run_1/clock_map.png
Scale bar: 20 µm.
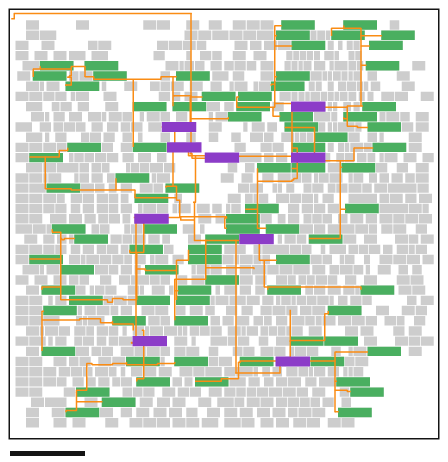
run_1/registers.png
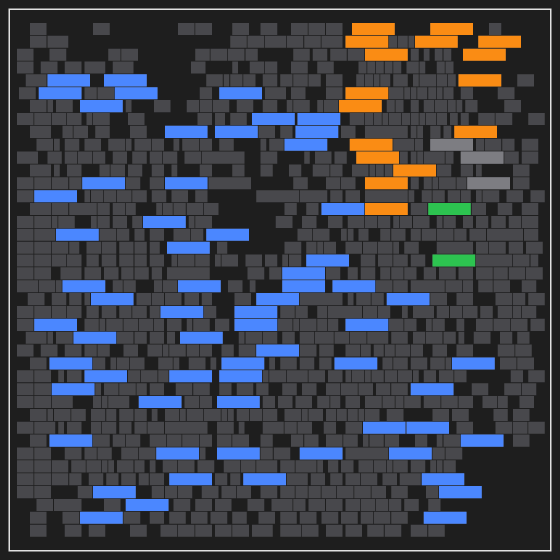
run_1/cell_classes.png
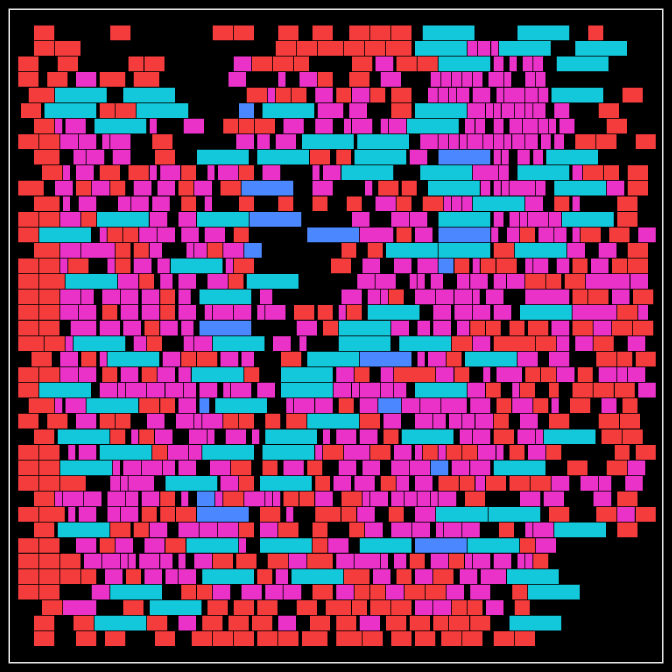
run_1/final_clocks.png
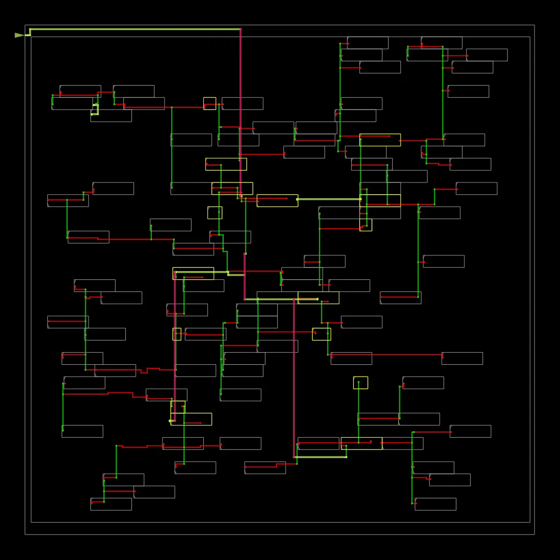
**src/rtl/kgp_mon_pkg.sv**
```systemverilog
// Shared types for the KGPRISC run monitor: FSM state encoding and write-counter width.
package kgp_mon_pkg;

    typedef enum logic [1:0] {
        MON_IDLE,
        MON_RUN,
        MON_DONE
    } mon_state_t;

    localparam int WRCNT_W = 16;

endpackage

```
**src/rtl/kgp_mon_if.sv**
```systemverilog
// Register-file write port as seen by the run monitor; the datapath drives it, the monitor snoops.
interface kgp_mon_if #(
    parameter int DATA_W     = 32,
    parameter int REG_ADDR_W = 5
);
    logic                  wr_en;
    logic [REG_ADDR_W-1:0] wr_addr;
    logic [DATA_W-1:0]     wr_data;

    modport master (output wr_en, output wr_addr, output wr_data);
    modport slave  (input  wr_en, input  wr_addr, input  wr_data);
endinterface

```
**src/rtl/kgp_mon_channel.sv**
```systemverilog
// One watched register: shadow copy, address decode and compare against the expected value.
// Latency: shadow updates on the edge that samples the write; match is combinational from the shadow.
// Backpressure: none, the register-file write port cannot be stalled.
module kgp_mon_channel #(
    parameter int DATA_W     = 32,
    parameter int REG_ADDR_W = 5
) (
    input  logic                  clk,
    input  logic                  rst,
    input  logic                  clear,
    input  logic                  wr_acc,
    input  logic [REG_ADDR_W-1:0] wr_addr,
    input  logic [DATA_W-1:0]     wr_data,
    input  logic [REG_ADDR_W-1:0] watch_addr,
    input  logic [DATA_W-1:0]     expect_data,
    output logic [DATA_W-1:0]     shadow,
    output logic                  match,
    output logic                  match_nxt
);

    logic hit;

    assign hit = wr_acc && (wr_addr == watch_addr);

    always_ff @(posedge clk or negedge rst) begin
        if (!rst) begin
            shadow <= '0;
        end else if (clear) begin
            shadow <= '0;
        end else if (hit) begin
            shadow <= wr_data;
        end
    end

    assign match = (shadow == expect_data);
    // Value the compare will take after this edge, so a halt write that also lands here counts.
    assign match_nxt = hit ? (wr_data == expect_data) : match;

endmodule

```
**src/rtl/kgp_run_monitor.sv**
```systemverilog
// End-of-program monitor: shadows watched registers, detects the halt write, enforces a cycle timeout.
// Latency: halt write sampled at edge N gives done after that edge; timeout fires TIMEOUT_CYC cycles after RUN entry.
// Backpressure: none; pure snooper. Optional KGP_MON_WRCNT_EN adds a saturating wr_count output.
module kgp_run_monitor
    import kgp_mon_pkg::*;
#(
    parameter int DATA_W      = 32,
    parameter int REG_ADDR_W  = 5,
    parameter int NUM_WATCH   = 2,
    parameter int TIMEOUT_W   = 16,
    parameter int TIMEOUT_CYC = 1250
) (
    input  logic                            clk,
    input  logic                            rst,
    input  logic                            start,
    kgp_mon_if.slave                        wr,
    input  logic [NUM_WATCH*REG_ADDR_W-1:0] watch_addr,
    input  logic [NUM_WATCH*DATA_W-1:0]     expect_data,
    input  logic [REG_ADDR_W-1:0]           halt_addr,
    input  logic [DATA_W-1:0]               halt_value,
    output logic                            busy,
    output logic                            done,
    output logic                            pass,
    output logic                            timed_out,
    output logic [NUM_WATCH-1:0]            match_mask,
    output logic [NUM_WATCH*DATA_W-1:0]     shadow_data
`ifdef KGP_MON_WRCNT_EN
    ,
    output logic [WRCNT_W-1:0]              wr_count
`endif
);

    localparam logic [TIMEOUT_W-1:0] CNT_LAST = TIMEOUT_W'(TIMEOUT_CYC - 1);

    mon_state_t            state;
    logic [TIMEOUT_W-1:0]  cnt;
    logic                  in_run;
    logic                  enter_run;
    logic                  wr_acc;
    logic                  halt_hit;
    logic                  cnt_last;
    logic [NUM_WATCH-1:0]  match_nxt;

    assign in_run    = (state == MON_RUN);
    assign enter_run = start && !in_run;
    // R0 is hardwired zero in the register file, so writes to it never reach a shadow.
    assign wr_acc    = in_run && wr.wr_en && (wr.wr_addr != '0);
    assign halt_hit  = in_run && wr.wr_en && (wr.wr_addr == halt_addr) && (wr.wr_data == halt_value);
    assign cnt_last  = (cnt == CNT_LAST);

    for (genvar i = 0; i < NUM_WATCH; i++) begin : g_ch
        kgp_mon_channel #(
            .DATA_W     (DATA_W),
            .REG_ADDR_W (REG_ADDR_W)
        ) u_ch (
            .clk         (clk),
            .rst         (rst),
            .clear       (enter_run),
            .wr_acc      (wr_acc),
            .wr_addr     (wr.wr_addr),
            .wr_data     (wr.wr_data),
            .watch_addr  (watch_addr[i*REG_ADDR_W +: REG_ADDR_W]),
            .expect_data (expect_data[i*DATA_W +: DATA_W]),
            .shadow      (shadow_data[i*DATA_W +: DATA_W]),
            .match       (match_mask[i]),
            .match_nxt   (match_nxt[i])
        );
    end

    always_ff @(posedge clk or negedge rst) begin
        if (!rst) begin
            state     <= MON_IDLE;
            cnt       <= '0;
            busy      <= 1'b0;
            done      <= 1'b0;
            pass      <= 1'b0;
            timed_out <= 1'b0;
        end else begin
            case (state)
                MON_IDLE, MON_DONE: begin
                    if (start) begin
                        state     <= MON_RUN;
                        cnt       <= '0;
                        busy      <= 1'b1;
                        done      <= 1'b0;
                        pass      <= 1'b0;
                        timed_out <= 1'b0;
                    end
                end
                MON_RUN: begin
                    cnt <= cnt + TIMEOUT_W'(1);
                    // Halt takes priority over a timeout landing on the same cycle.
                    if (halt_hit) begin
                        state     <= MON_DONE;
                        busy      <= 1'b0;
                        done      <= 1'b1;
                        pass      <= &match_nxt;
                        timed_out <= 1'b0;
                    end else if (cnt_last) begin
                        state     <= MON_DONE;
                        busy      <= 1'b0;
                        done      <= 1'b1;
                        pass      <= 1'b0;
                        timed_out <= 1'b1;
                    end
                end
                default: begin
                    state <= MON_IDLE;
                    busy  <= 1'b0;
                    done  <= 1'b0;
                end
            endcase
        end
    end

`ifdef KGP_MON_WRCNT_EN
    always_ff @(posedge clk or negedge rst) begin
        if (!rst) begin
            wr_count <= '0;
        end else if (enter_run) begin
            wr_count <= '0;
        end else if (wr_acc && (wr_count != '1)) begin
            wr_count <= wr_count + WRCNT_W'(1);
        end
    end
`endif

endmodule

```
**src/flat_wrapper.sv**
```systemverilog
// flat-port wrapper written by rule: the top's interface ports become plain ports
module kgp_run_monitor_flat import kgp_mon_pkg::*;
#(
    parameter int DATA_W      = 32,
    parameter int REG_ADDR_W  = 5,
    parameter int NUM_WATCH   = 2,
    parameter int TIMEOUT_W   = 16,
    parameter int TIMEOUT_CYC = 1250
)
  (clk, rst, start, watch_addr, expect_data, halt_addr, halt_value, busy, done, pass, timed_out, match_mask, shadow_data, wr_wr_en, wr_wr_addr, wr_wr_data);
  kgp_mon_if #(.DATA_W(DATA_W), .REG_ADDR_W(REG_ADDR_W)) wr_i ();
  input  logic clk;
  input  logic rst;
  input  logic start;
  input  logic [NUM_WATCH*REG_ADDR_W-1:0] watch_addr;
  input  logic [NUM_WATCH*DATA_W-1:0] expect_data;
  input  logic [REG_ADDR_W-1:0] halt_addr;
  input  logic [DATA_W-1:0] halt_value;
  output logic busy;
  output logic done;
  output logic pass;
  output logic timed_out;
  output logic [NUM_WATCH-1:0] match_mask;
  output logic [NUM_WATCH*DATA_W-1:0] shadow_data;
  input wire logic [$bits(wr_i.wr_en)-1:0] wr_wr_en;
  input wire logic [$bits(wr_i.wr_addr)-1:0] wr_wr_addr;
  input wire logic [$bits(wr_i.wr_data)-1:0] wr_wr_data;
  assign wr_i.wr_en = wr_wr_en;
  assign wr_i.wr_addr = wr_wr_addr;
  assign wr_i.wr_data = wr_wr_data;
  kgp_run_monitor #(.DATA_W(DATA_W), .REG_ADDR_W(REG_ADDR_W), .NUM_WATCH(NUM_WATCH), .TIMEOUT_W(TIMEOUT_W), .TIMEOUT_CYC(TIMEOUT_CYC)) u_core (.clk(clk), .rst(rst), .start(start), .wr(wr_i), .watch_addr(watch_addr), .expect_data(expect_data), .halt_addr(halt_addr), .halt_value(halt_value), .busy(busy), .done(done), .pass(pass), .timed_out(timed_out), .match_mask(match_mask), .shadow_data(shadow_data));
endmodule
```
**config.mk**
```make
export PLATFORM = sky130hd
export DESIGN_NAME = kgp_run_monitor_flat
export DESIGN_NICKNAME = d
export VERILOG_FILES = /design/src/rtl/kgp_mon_pkg.sv /design/src/rtl/kgp_mon_if.sv /design/src/rtl/kgp_mon_channel.sv /design/src/rtl/kgp_run_monitor.sv /design/src/flat_wrapper.sv
export SDC_FILE = /design/constraint.sdc
export NUM_CORES = 1
export LEC_CHECK = 0
export CAP_MARGIN = 10
export CORE_UTILIZATION = 45
export DETAILED_ROUTE_END_ITERATION = 7
export GPL_ROUTABILITY_DRIVEN = 0
export HOLD_SLACK_MARGIN = 0.08
export PLACE_DENSITY = 0.82
export SKIP_CTS_REPAIR_TIMING = 1
export SLEW_MARGIN = 20
export SYNTH_ARGS = -nofsm -noshare
export SYNTH_HDL_FRONTEND = slang
export SYNTH_SLANG_ARGS = --single-unit
```
**constraint.sdc**
```tcl
create_clock -name clk -period 2.5 [get_ports clk]
set_input_delay 0.5 -clock clk [delete_from_list [all_inputs] [get_ports clk]]
set_output_delay 0.5 -clock clk [all_outputs]
set_load 0.005 [all_outputs]
```
==> results.yml, run 1 <==
# generated from flow reports
run_status:
  outcome: "finished, violations left"
  violations: "setup timing"
global_route:
  antenna_found_initial: 0
  grt_pass1_vias: 6156
  grtUsageTotal_pct: 34.78
  grt_use_met3_pct: 9.688
  grt_busiest_layer: "met2"
  gr-usage-met2_pct: 59.39
  grt_pass1_wl_um: 33420
  grt_util_met1_pct: 39.78
  grt_overflow: 0
  grt_max_degree: 51
final_timing:
  fin_setup_tns_ns: -0.04925
  hold_viol: 0
  fin_skew_ns: 0.004262
  setup_violations: 1
  rsz0062_at_grt: "true"
  fmax_ghz: 0.3923
  period_used_pct: 102.0
  min_period_ns: 2.549
  slew_viol_final: 0
  worst_slew_pin_slew_ns: 0.5508
  setup_ws_ns: -0.04925
  whs_ns: 0.1337
  max_slew_margin_pct: 62.94
pwr:
  p_comb_w: 0.00193
  sequentialPower_w: 0.00192
  top_power_group: "combinational cells"
  seqPwrFrac_pct: 37.3
  irDropWorstVdd_mv: 0.3944
  p_sw_w: 0.001740
  total_leakage_power_nw: 4.029
  totalPowerFinal_w: 0.005157
  power.density_nw_per_um2: 554.2
  pwr-share-comb_pct: 37.3
  p_sw_share_pct: 33.74
  power_frac_clock_pct: 25.3
  internal-power_w: 0.003417
cts:
  clk_latency_ns: 0.35
  htreeDepth: 3
  tritoncts: "done"
  clock_path_buffers: 2
  numCtsBuffers: 9
  clock_tree.root_cell: "clkbuf_16"
  cts_sinks: 85
  clkTransAtPathRegs_ns: 0.07
placement:
  dp.cells: 1060
  io_buffers: 221
  place_area_um2: 8887
  preCtsSetupSlack_ns: -0.6175
  place_hpwl_um: 17800
detailed_routing:
  first_iter_violations: 437
  met1Wirelength_um: 8380
  vias: 5892
  viasPerCell: 5.471
  drt_pass1_iterations: 5
  wl_met2_um: 10960
  postRouteAntennaNets: 0
  drc: 0
  routed.top_layer: "met4"
  routed_wl_um: 22300
  routedWlPerCell_um: 20.71
  wl_met3_um: 1849
final_layout:
  num_antenna_cells: 0
  comb_area_share_pct: 36.59
  drive_above_1_share_pct: 18.48
  comb_area_um2: 3405
  final_cell_mix: "198 x clkdlybuf4s50_1, 131 x buf_4, 108 x xnor2_1, 85 x dfrtp_1, 72 x nor2_1"
  seq_cell_count: 85
  nFillCells: 802
  clkCellAreaFrac_pct: 3.039
  largest_cell_class: "multi-input combinational cells"
  inv_count: 2
  nMultiInputCombCells: 453
  syn2layout_area_growth_pct: 64.35
  final-instance-count-excl-fill: 1077
  n_all_buffers: 353
  buf_share_pct: 35.18
  layout.cells.most_common: "clkdlybuf4s50_1"
  fin_nets: 1058
hold_path:
  hold_path.class: "input port to async pin"
synth:
  ys_ff: 85
  synth.avg_cell_area_um2: 9.596
  synth-seq-area-share_pct: 37.57
  ys_top_logic_family: "XOR/XNOR gates"
  synthAoiAreaFrac_pct: 3.315
  synth.distinct_cells: 37
  xor_share_pct: 27.07
  ys_sh_simple_pct: 16.20
  yosysWarnings: 0
  fp_nets: 744
  synth_cells: 590
  ys_sh_mux_pct: 11.67
  synth-adder-area-share_pct: 0.4420
  synthesis.area_um2: 5662
  yosys_area_um2: 5662
  yosys_cells: 590
setup_path:
  start_kind: "input port"
  critPathMaxFanout: 2
  crit_required_ns: 2.00
  reg2reg_slack_ns: 0.18
  crit_arrival_ns: 2.05
  path_class: "input port to primary output"
floorplanning:
  fp_util_pct: 46.55
  fp.dieH_um: 114.2
  die.size.x_um: 114.2
  n_tap_cell: 168
  pin_count: 222
  dieArea_um2: 13030
run:
  log.warning_count: 28
  cap_viol_max_count: 0
Back to the opening pictures, clock_map.png:
- green: flip-flops (count 85)
- purple: cells driving clock nets (count 9)
- orange: clock wires (length 1160 µm)
- flops lie: spread over the die

Back to the opening pictures, registers.png:
- blue: u_core.g_ch.u_ch.shadow (sequential cells 64; where spread over the die)
- orange: u_core.cnt (sequential cells 16)
- green: u_core.state (sequential cells 2)
Reg area: 2127 µm²
flop share of the area: 22.86%

Back to the opening pictures, cell_classes.png:
- magenta: all other logic (cells 455)
- cyan: flops (cells 85)
- blue: clock drivers and dummy loads (cells 16)
- red: other buffers and delay cells (cells 353)
Core Rows: 40
post-layout util: 76.51%
design area: 9305 µm²
core area: 12160 µm²

Back to the opening pictures, final_clocks.png:
clkbuf count: 9
Clk power: 0.00131 W

-- run 1: cell usage after synthesis, drive strengths merged --
master  instances  area, µm²
nor3            2      10.01
dfrtp          85       2127
inv             2      7.510
a21oi           2      10.01
a21o            1      7.510
or3b            1      8.760
nand2          18      67.56
nand3          18      90.09
a31oi           2      12.51
o211a           1      10.01
o22a            1      8.760
mux2i          66      660.6
or4             1      7.510
nor4           25      186.4
o21ai          19      95.09
or2             1      6.260
xnor2         110      963.4
nor2b           1      6.260
nor4b           1      8.760
clkbuf         39      146.4
and3            1      6.260
o31ai           2      15.01
nor2           72      270.3
buf            11      57.55
and2            2      12.51
and4            1      8.760
nand2b          2      12.51
nor3b           2      15.01
o211ai          2      28.78
xor2           65      569.3
ha              2      25.02
nand4          32      200.2
-- run 1: worst paths after layout --
check                                                    from                              to  depth (start not counted)
max in group asynchronous                                 rst  u_core.g_ch[0].u_ch.shadow[30]                          2
worst max-delay path                          expect_data[29]                   match_mask[0]                          7
worst max register to register  u_core.g_ch[1].u_ch.shadow[9]                     u_core.pass                          9
min in group clk                               u_core.cnt[15]                  u_core.cnt[15]                          1
worst min register to register                 u_core.cnt[15]                  u_core.cnt[15]                          1
worst min-delay path                                      rst                  u_core.cnt[13]                          1
-- run 1: sequential cells by signal (all words and copies together), names as in the netlist --
signal	flops
u_core.g_ch.u_ch.shadow	64
u_core.pass	1
u_core.state	2
u_core.cnt	16
u_core.done	1
u_core.timed_out	1
-- run 1: worst max-delay path, cell delays in order --
cell             delay (ns)
clkdlybuf4s50_1        0.47
xor2_1                 0.18
nor4_2                 0.32
nand4_1                0.14
nor4_2                 0.16
buf_4                  0.16
clkbuf_2               0.11
run_1/gate_families.png
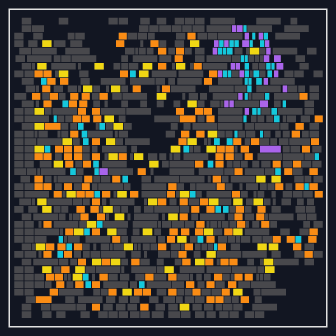

==> run 2, diff against run 1 <==
--- a/config.mk
+++ b/config.mk
@@ -6,13 +6,14 @@
 export NUM_CORES = 1
 export LEC_CHECK = 0
 export CAP_MARGIN = 10
+export CORE_MARGIN = 3
 export CORE_UTILIZATION = 45
 export DETAILED_ROUTE_END_ITERATION = 7
 export GPL_ROUTABILITY_DRIVEN = 0
 export HOLD_SLACK_MARGIN = 0.08
 export PLACE_DENSITY = 0.82
 export SKIP_CTS_REPAIR_TIMING = 1
-export SLEW_MARGIN = 20
+export SLEW_MARGIN = 30
 export SYNTH_ARGS = -nofsm -noshare
 export SYNTH_HDL_FRONTEND = slang
 export SYNTH_SLANG_ARGS = --single-unit
run_2/gate_families.png
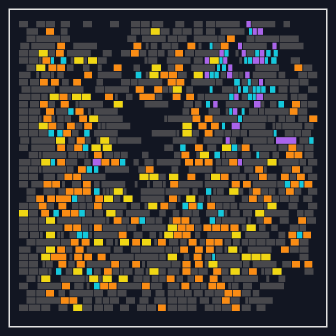
- cyan: NAND gates (cells 70)
- purple: inverting AOI/OAI gates (cells 27; where north-east)
- yellow: multiplexers (cells 66; where spread over the die)
- orange: XOR/XNOR gates (cells 175; where spread over the die)
Comb area share: 36.63%
fin cells: 1078
most common logic cell in the routed design: clkdlybuf4s50_1

==> results.yml, run 2 <==
# generated from flow reports
setup_path:
  slowest_stage: "clkdlybuf4s50_1"
  reg2reg_slack_ns: 0.23
  crit_arrival_ns: 2.18
  cp_top_family: "buffers and inverters"
  critPathMaxStageDelay_ns: 0.46
  crit_chain: "clkdlybuf4s50_1, xor2_1, nor4_1, nand2_1, nor4_1, buf_4, clkbuf_2"
  start_kind: "input port"
  r2r-start: "u_core.g_ch[1].u_ch.shadow[4]"
  endpoint_kind: "primary output"
  critPathMaxFanout: 2
  reg2regPathDepth: 9
  cp.buffers_inverters: 3
  crit_required_ns: 2.00
  cpMostUsedCell: "nor4_1"
  timing.rr.end: "u_core.pass"
  path_class: "input port to primary output"
synth:
  ys_ff: 85
  synth.distinct_cells: 37
  synthesis.area_um2: 5662
  yosys_cells: 590
  synth_cells: 590
  yosysTopAreaCell: "dfrtp_1"
  yosysWarnings: 0
  top_area_share_pct: 37.57
  synth-seq-area-share_pct: 37.57
  synthFlopType: "dfrtp_1"
  fp_nets: 744
  yosys_area_um2: 5662
  async_flop_share_pct: 100.0
  synth-edff-count: 0
  common_cells: "110 x xnor2_1, 85 x dfrtp_1, 72 x nor2_1, 66 x mux2i_1, 65 x xor2_1"
  synth.avg_cell_area_um2: 9.596
  yosysMostFrequentCell: "xnor2_1"
  area_leaders: "dfrtp_1 38%, xnor2_1 17%, mux2i_1 12%"
final_timing:
  fmax_ghz: 0.3730
  period_used_pct: 107.2
  fin_skew_ns: 0.003166
  min_period_ns: 2.681
  worst_slew_pin_slew_ns: 0.5694
  hold_viol: 0
  whs_ns: 0.1054
  max_slew_margin_pct: 61.69
  setup_ws_ns: -0.1812
  slew_viol_final: 0
  rsz0062_at_grt: "true"
  setup_violations: 1
pwr:
  total_leakage_power_nw: 3.959
  power_frac_clock_pct: 24.1
  power.density_nw_per_um2: 549.7
  internal-power_w: 0.003402
  seqPwrFrac_pct: 37.9
  p_sw_w: 0.001689
  totalPowerFinal_w: 0.005091
  irDropWorstVdd_mv: 0.3569
  pwr-share-comb_pct: 38.0
  p_sw_share_pct: 33.18
final_layout:
  drive_above_1_share_pct: 18.02
  num_antenna_cells: 0
  final_core_util_pct: 76.15
  syn2layout_area_growth_pct: 63.58
  stdcell_area_um2: 9261
  reg_top3: "u_core.g_ch.u_ch.shadow x64, u_core.cnt x16, u_core.state x2"
  regMostFlops: "u_core.g_ch.u_ch.shadow"
  fin_nets: 1059
  final_cell_mix: "205 x clkdlybuf4s50_1, 132 x buf_4, 108 x xnor2_1, 85 x dfrtp_1, 72 x nor2_1"
  largest_register_ffs: 64
detailed_routing:
  routed_wl_um: 22950
  viasPerCell: 5.448
  postRouteAntennaNets: 0
  drc: 0
  wl_met2_um: 11220
  wl_met3_um: 1992
  vias: 5873
  met1Wirelength_um: 8705
  drt_pass1_iterations: 5
  routedWlPerCell_um: 21.29
  routed.top_layer: "met4"
  first_iter_violations: 334
run_status:
  violations: "setup timing"
  outcome: "finished, violations left"
floorplanning:
  pin_count: 222
  dieArea_um2: 13960
  fp.coreArea_um2: 12160
  fp.dieH_um: 118.2
  fp_util_pct: 46.55
  die.size.x_um: 118.2
  row_count: 40
cts:
  htreeDepth: 3
  clk_latency_ns: 0.35
  clock_tree.root_cell: "clkbuf_16"
  clkTransAtPathRegs_ns: 0.06
  tritoncts: "done"
  cts_sinks: 85
  numCtsBuffers: 9
  clock_path_buffers: 2
global_route:
  grt_util_met1_pct: 37.67
  grtUsageTotal_pct: 32.21
  antenna_found_initial: 0
  grt_pass1_vias: 6309
  grt_use_met3_pct: 8.995
  grt_overflow: 0
  grt_max_degree: 54
  gr-usage-met2_pct: 53.52
  grt_busiest_layer: "met2"
  grt_pass1_wl_um: 34660
hold_path:
  hold_path.class: "input port to async pin"
placement:
  dp.cells: 1061
  io_buffers: 221
  place_area_um2: 8895
  place_hpwl_um: 18240
run:
  log.warning_count: 28
  cap_viol_max_count: 0
[run 2: cell type report]
type	instances	area, µm²
Tap cell	168	210.2
Multi-Input combinational cell	453	3392
Timing Repair Buffer	354	3263
Clock buffer	12	236.5
Fill cell	815	2900
Sequential cell	85	2127
Inverter	2	7.507
Clock inverter	4	25.02
[run 2: power groups by stage]
stage,Clock [W],Combinational [W],Sequential [W]
floorplan,0,0.000732,0.00188
global placement,0,0.00183,0.00191
detailed placement,0,0.00189,0.00193
CTS,0.00125,0.00190,0.00192
global route,0.00130,0.00207,0.00196
finish,0.00123,0.00193,0.00193
[run 2: how the worst max path moves through the flow]
stage                    startpoint       endpoint  slack (ns)  cells past startpoint
detailed placement  expect_data[12]  match_mask[0]       -0.78                      8
global route         expect_data[2]  match_mask[0]       -0.21                      7
floorplan             wr_wr_addr[1]    u_core.pass        0.48                      6
global placement    expect_data[12]  match_mask[0]       -0.71                      8
finish               expect_data[2]  match_mask[0]       -0.18                      7
CTS                 expect_data[12]  match_mask[0]       -0.79                      8
[run 2: metrics by stage]
stage | setup slack (ns) | setup TNS (ns)
floorplan | 0.4774 | 0
detailed placement | -0.7807 | -11.43
finish | -0.1812 | -0.1812
global route | -0.2111 | -0.2605
CTS | -0.7871 | -1.222
global placement | -0.7147 | -7.253
[run 2: logic make-up (layout without fill, tap and decap cells)]
family / Yosys count / count (layout) / synth area share, %
adders and majority gates: 2 / 2 / 0.4419
and+or+nand+nor: 180 / 180 / 16.20
buffers and inverters: 52 / 372 / 3.735
xor gates and xnor gates: 175 / 175 / 27.07
AOI/OAI and AO/OA: 30 / 30 / 3.315
muxes: 66 / 66 / 11.67
DFF: 85 / 85 / 37.57
run_2/registers.png
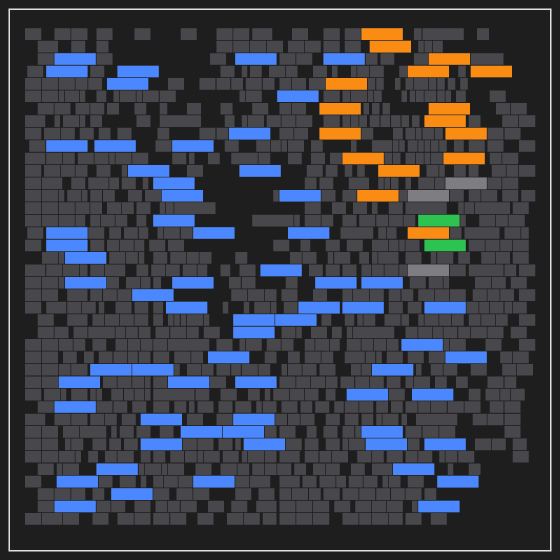

==> run 3, diff against run 2 <==
--- a/config.mk
+++ b/config.mk
@@ -7,11 +7,11 @@
 export LEC_CHECK = 0
 export CAP_MARGIN = 10
 export CORE_MARGIN = 3
-export CORE_UTILIZATION = 45
+export CORE_UTILIZATION = 40
 export DETAILED_ROUTE_END_ITERATION = 7
 export GPL_ROUTABILITY_DRIVEN = 0
 export HOLD_SLACK_MARGIN = 0.08
-export PLACE_DENSITY = 0.82
+export PLACE_DENSITY = 0.77
 export SKIP_CTS_REPAIR_TIMING = 1
 export SLEW_MARGIN = 30
 export SYNTH_ARGS = -nofsm -noshare
==> constraint.sdc (replaced) <==
create_clock -name clk -period 2.3 [get_ports clk]
set_input_delay 0.46 -clock clk [delete_from_list [all_inputs] [get_ports clk]]
set_output_delay 0.46 -clock clk [all_outputs]
set_load 0.005 [all_outputs]
run_3/registers.png
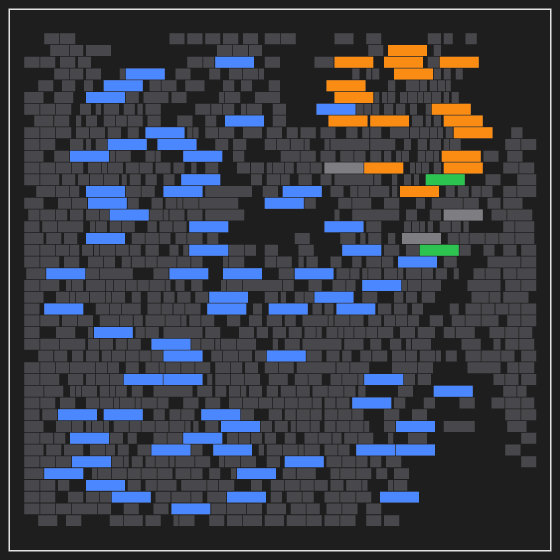
- blue: u_core.g_ch.u_ch.shadow (sequential cells 64)
- green: u_core.state (sequential cells 2)
- orange: u_core.cnt (sequential cells 16; where north-east)
sequential power: 0.00207 W
flop share of the area: 21.83%
post-layout util: 71.88%

==> results.yml, run 3 <==
# generated from flow reports
final_layout:
  drive_above_1_share_pct: 22.19
  fin_nets: 1082
  num_antenna_cells: 0
  layout.cells.most_common: "clkdlybuf4s50_1"
  final_cell_mix: "167 x clkdlybuf4s50_1, 154 x buf_4, 101 x xnor2_1, 85 x dfrtp_1, 72 x nor2_1"
  largest_register_ffs: 64
  stdcell_area_um2: 9746
  regMostFlops: "u_core.g_ch.u_ch.shadow"
  syn2layout_area_growth_pct: 72.13
  reg_top3: "u_core.g_ch.u_ch.shadow x64, u_core.cnt x16, u_core.state x2"
  final-instance-count-excl-fill: 1109
synth:
  common_cells: "110 x xnor2_1, 85 x dfrtp_1, 72 x nor2_1, 66 x mux2i_1, 65 x xor2_1"
  top_area_share_pct: 37.57
  yosys_cells: 590
  ys_ff: 85
  synthesis.area_um2: 5662
  synth.avg_cell_area_um2: 9.596
  synth-seq-area-share_pct: 37.57
  yosysMostFrequentCell: "xnor2_1"
  synth.distinct_cells: 37
  yosysTopAreaCell: "dfrtp_1"
  async_flop_share_pct: 100.0
  yosysWarnings: 0
  synth-edff-count: 0
  synth_cells: 590
  synthFlopType: "dfrtp_1"
  fp_nets: 744
  area_leaders: "dfrtp_1 38%, xnor2_1 17%, mux2i_1 12%"
  yosys_area_um2: 5662
final_timing:
  max_slew_margin_pct: 58.42
  slew_viol_final: 0
  worst_slew_pin_slew_ns: 0.6237
  fin_skew_ns: 0.008066
  setup_violations: 2
  period_used_pct: 105.1
  rsz0062_at_grt: "true"
  min_period_ns: 2.416
  whs_ns: 0.1332
  setup_ws_ns: -0.1162
  fin_setup_tns_ns: -0.1197
  hold_viol: 0
  fmax_ghz: 0.4139
run:
  log.warning_count: 28
  cap_viol_max_count: 0
placement:
  place_hpwl_um: 18850
  io_buffers: 221
  place_area_um2: 9070
  dp.cells: 1091
  preCtsSetupSlack_ns: -0.8732
detailed_routing:
  drt_pass1_iterations: 5
  routed_wl_um: 23860
  postRouteAntennaNets: 0
  drc: 0
  viasPerCell: 5.331
  first_iter_violations: 510
  routedWlPerCell_um: 21.51
  vias: 5912
run_status:
  outcome: "finished, violations left"
  violations: "setup timing"
pwr:
  totalPowerFinal_w: 0.005945
  irDropWorstVdd_mv: 0.4770
  power.density_nw_per_um2: 610.1
  total_leakage_power_nw: 4.519
floorplanning:
  die.size.x_um: 125.0
  fp.dieH_um: 125.0
  pin_count: 222
  row_count: 42
  dieArea_um2: 15620
  fp.coreArea_um2: 13560
  fp_util_pct: 41.76
hold_path:
  hold_path.class: "input port to async pin"
setup_path:
  start_kind: "input port"
  path_class: "input port to primary output"
  critPathMaxFanout: 2
  endpoint_kind: "primary output"
  crit_arrival_ns: 1.96
  reg2regPathDepth: 9
  reg2reg_slack_ns: 0.08
  crit_required_ns: 1.84
cts:
  clkTransAtPathRegs_ns: 0.07
  cts_sinks: 85
  clock_path_buffers: 2
  tritoncts: "done"
  htreeDepth: 3
  numCtsBuffers: 9
  clock_tree.root_cell: "clkbuf_16"
  clk_latency_ns: 0.33
global_route:
  grtUsageTotal_pct: 29.46
  grt_max_degree: 65
  grt_overflow: 0
  grt_pass1_vias: 6361
  grt_pass1_wl_um: 35890
  antenna_found_initial: 0
-- run 3: cell counts after synthesis --
Identical to the previous run, type by type.
-- run 3: cells by family (layout without fill, tap and decap cells) --
logic type      count (synthesis)  in the layout  share of synthesized area, %
flops                          85             85                         37.57
mux                            66             66                         11.67
fa+ha+maj                       2              2                        0.4419
xor+xnor                      175            175                         27.07
simple gates                  180            180                         16.20
compound gates                 30             30                         3.315
buf+inv                        52            395                         3.735
-- run 3: per-layer routing --
layer	vias up	global-route usage (%)	part of all wire, %
met5	-	0	0
met4	0	11.67	4.0
met3	52	5.842	7.1
met2	312	49.60	49
met1	2877	37.31	40
li1	2671	-	-
-- run 3: final cells by class --
type                    instances  area, µm²
inverters                       2      7.507
clock inverters                 7      108.9
multi-input cells             453       3516
well taps                     176      220.2
clock buffers                   9      225.2
fillers                       953       3812
flip-flops and latches         85       2127
repair buffers                377       3541
-- run 3: worst max-delay path, cell delays in order --
cell and delay [ns]:
clkdlybuf4s50_1 0.45, xor2_1 0.17, nor4_2 0.33, nand4_1 0.15, nor4_2 0.15, buf_4 0.15
buf_6 0.09
-- run 3: where the power goes --
group          internal (W)  switching (W)  leakage (nW)
Combinational       0.00129       0.000956          3.21
Sequential          0.00177       0.000309          1.15
Clock              0.000968       0.000658         0.155
-- run 3: path summary, 6_finish.rpt --
path                                          startpoint                              to
setup / recovery                          expect_data[4]                   match_mask[0]
hold / removal                                       rst                  u_core.cnt[10]
setup reg to reg           u_core.g_ch[1].u_ch.shadow[0]                     u_core.pass
hold reg to reg                           u_core.cnt[15]                  u_core.cnt[15]
max in group asynchronous                            rst  u_core.g_ch[1].u_ch.shadow[12]
min in group clk                          u_core.cnt[15]                  u_core.cnt[15]
No activity file was given, so power comes from the tool's default toggle rates.
